Design dvp_byte_serializer, sky130hd; sources not shown.
### Metal 2

Scale: 4 px per micron. Cells faint in the background.
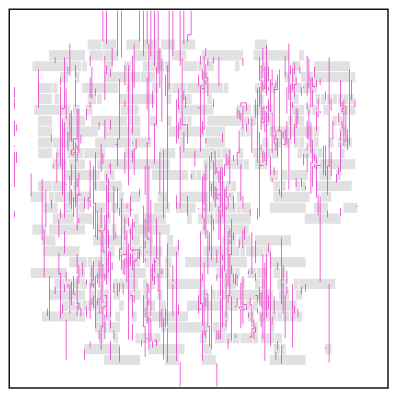
longest straight run: 35.7 microns
wire length on this layer: 3130 microns
main direction: vertical
share of all routed wire: 48%
met2 Use GR: 0.261
via count: 2484
DRT Wirelength: 6550 microns

### Signal wires by layer

Scale: 4 px per micron. Two of the layers only.
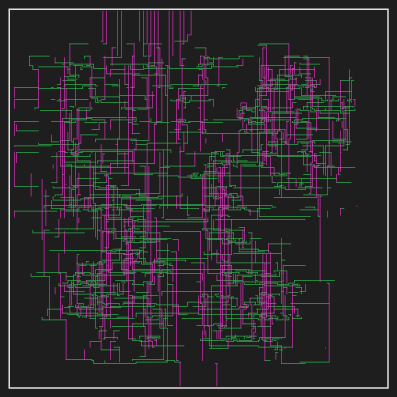
| colour | layer | wire length |
|---|---|---|
| green | met1 | 3140 microns |
| magenta | met2 | 3130 microns |
WL per Instance: 12.7 microns
Global Route Usage Sum: 0.158

### Layout detail

Window x 27 to 67, y 27 to 67 microns. Cells in grey, sequential cells in the stronger grey; small squares are vias.
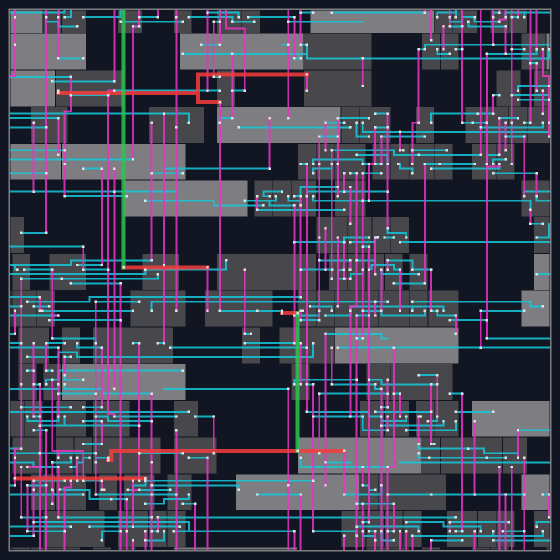
| colour | layer |
|---|---|
| cyan | met1 |
| green | met4 |
| magenta | met2 |
| red | met3 |
most frequent: nand2_1 (23), inv_1 (13), nor2_1 (13)
sequential cells in the window: 11
cells with their middle in the window: 122

==> impl_metrics.tcl <==
# yosys + openroad results
set metrics [dict create \
    top_cell "nand2_1" \
    hold_violations 0 \
    switching_share 0.445 \
    place_area_sq_um 3420 \
    grt.met3_usage 0.0385 \
    initial_utilization 0.435 \
    place.gp.congestion 0.859 \
    required_ns 2.65 \
    simple_gate_share 0.317 \
    drt_iter0_markers 51 \
    powerClk_w 0.000425 \
    p_per_area_nw_per_um2 799 \
    synth_chip_area_sq_um 2990 \
    post_cts_buffers 0 \
    clkPwrFrac 0.151 \
    final_util 0.512 \
    fa_ha_area_frac 0.0210 \
    critPathArrivalTime_ns 2.13 \
    fin_area_sq_um 3510 \
    lay_top_count "nand2_1" \
    fillers 674 \
    clkTransAtPathRegs_ns 0.10 \
    crit_cells 8 \
    grt_busiest_layer "met2" \
    routed-wl-met2_microns 3130 \
    taps 96 \
    layout.cells.non_filler 514 \
    area_leaders "dfrtp_1, nand2_1, nor2_1" \
    maxPowerGroup "combinational cells" \
    final_nets 443 \
    vdd_drop_max_mv 0.450 \
    internal_power_w 0.00156 \
    rsz0062_at_grt "false" \
    top_layer_used "met4" \
    via_per_inst 4.83 \
    seq_cells 52 \
    regArea_sq_um 1300 \
    ys_seq_frac 0.436 \
    htreeDepth 2 \
    total_power_w 0.00281 \
    powerComb_w 0.00135 \
    cts_tree "yes" \
    relSlewSlack 0.493 \
    drive_gt1_frac 0.0933 \
    muxShareOfSynthArea 0.0201 \
    comb_share 0.409 \
    crit_buf_inv 4 \
    most-common-layout-cells "nand2_1, dfrtp_1, nor2_1" \
    r2r_cells 8 \
    synth-edff-count 0 \
    largest_reg_flops 10 \
    grt_max_degree 35 \
    setup_tns_ns 0 \
    numPortBuffers 34 \
    hp-class "input port to async pin" \
    pg_seq_w 0.00103 \
    leakage_nw 1.66 \
    grt_pass1_wl_microns 11300 \
    largestClassByArea "multi-input combinational cells" \
    drc_errors 0 \
    comb_area_sq_um 1440 \
    routed-wl-met3_microns 242 \
    max_freq_mhz 402 \
    core_area_sq_um 6870 \
    die_x_microns 94.3 \
    syn_to_final_growth_pct 17.7 \
    grt_overflow 0 \
    holdWs_ns 0.00202 \
    slew_violations 0 \
    cts_buffer_depth 2 \
    crit_path_cell_trace "inv_2, nand2_2, nor2_8, inv_4, nor2_8, inv_2, o31ai_1, clkdlybuf4s50_1" \
    nClkBuffers 7 \
    ys_ff 52 \
    die_h_microns 94.3 \
    place_ws_ns 0.743 \
    synth_warnings 0 \
    clock-sinks 52 \
    worstPathMaxFanout 10 \
    syn_area_sq_um 2990 \
    status "completed" \
    warnings 28 \
    power_switching_w 0.00125 \
    numCtsBuffers 5 \
    cpLargestDelayFamily "buffers and inverters" \
    clock_tree_area_fraction 0.0267 \
    grt_antenna_before_repair 0 \
    cpPeakStageDelay_ns 0.66 \
    met1_usage 0.212 \
    timing.final.ws_setup_ns 0.515 \
    hold_buffers 0 \
    syn_inst 378 \
    pwr-share-seq 0.366 \
    hpwl_microns 4990 \
    start_kind "flip-flop" \
    worst_pin_slew_ns 0.761 \
    avgSynthCellArea_sq_um 7.90 \
    yosysCellCount 378 \
    setup_viol 0 \
    yosys.area.top_type_share 0.436 \
    top_logic_kind "simple AND/OR/NAND/NOR gates" \
    clkLatencyLatePin_ns 0.30 \
    antenna_left 0 \
    combinationalPowerShare 0.482 \
    cts-root-buf "clkbuf_8" \
    num-nonclk-buffers 37 \
    synth_area_leader_cell "dfrtp_1" \
]
Power is estimated from default activity; no workload was simulated.
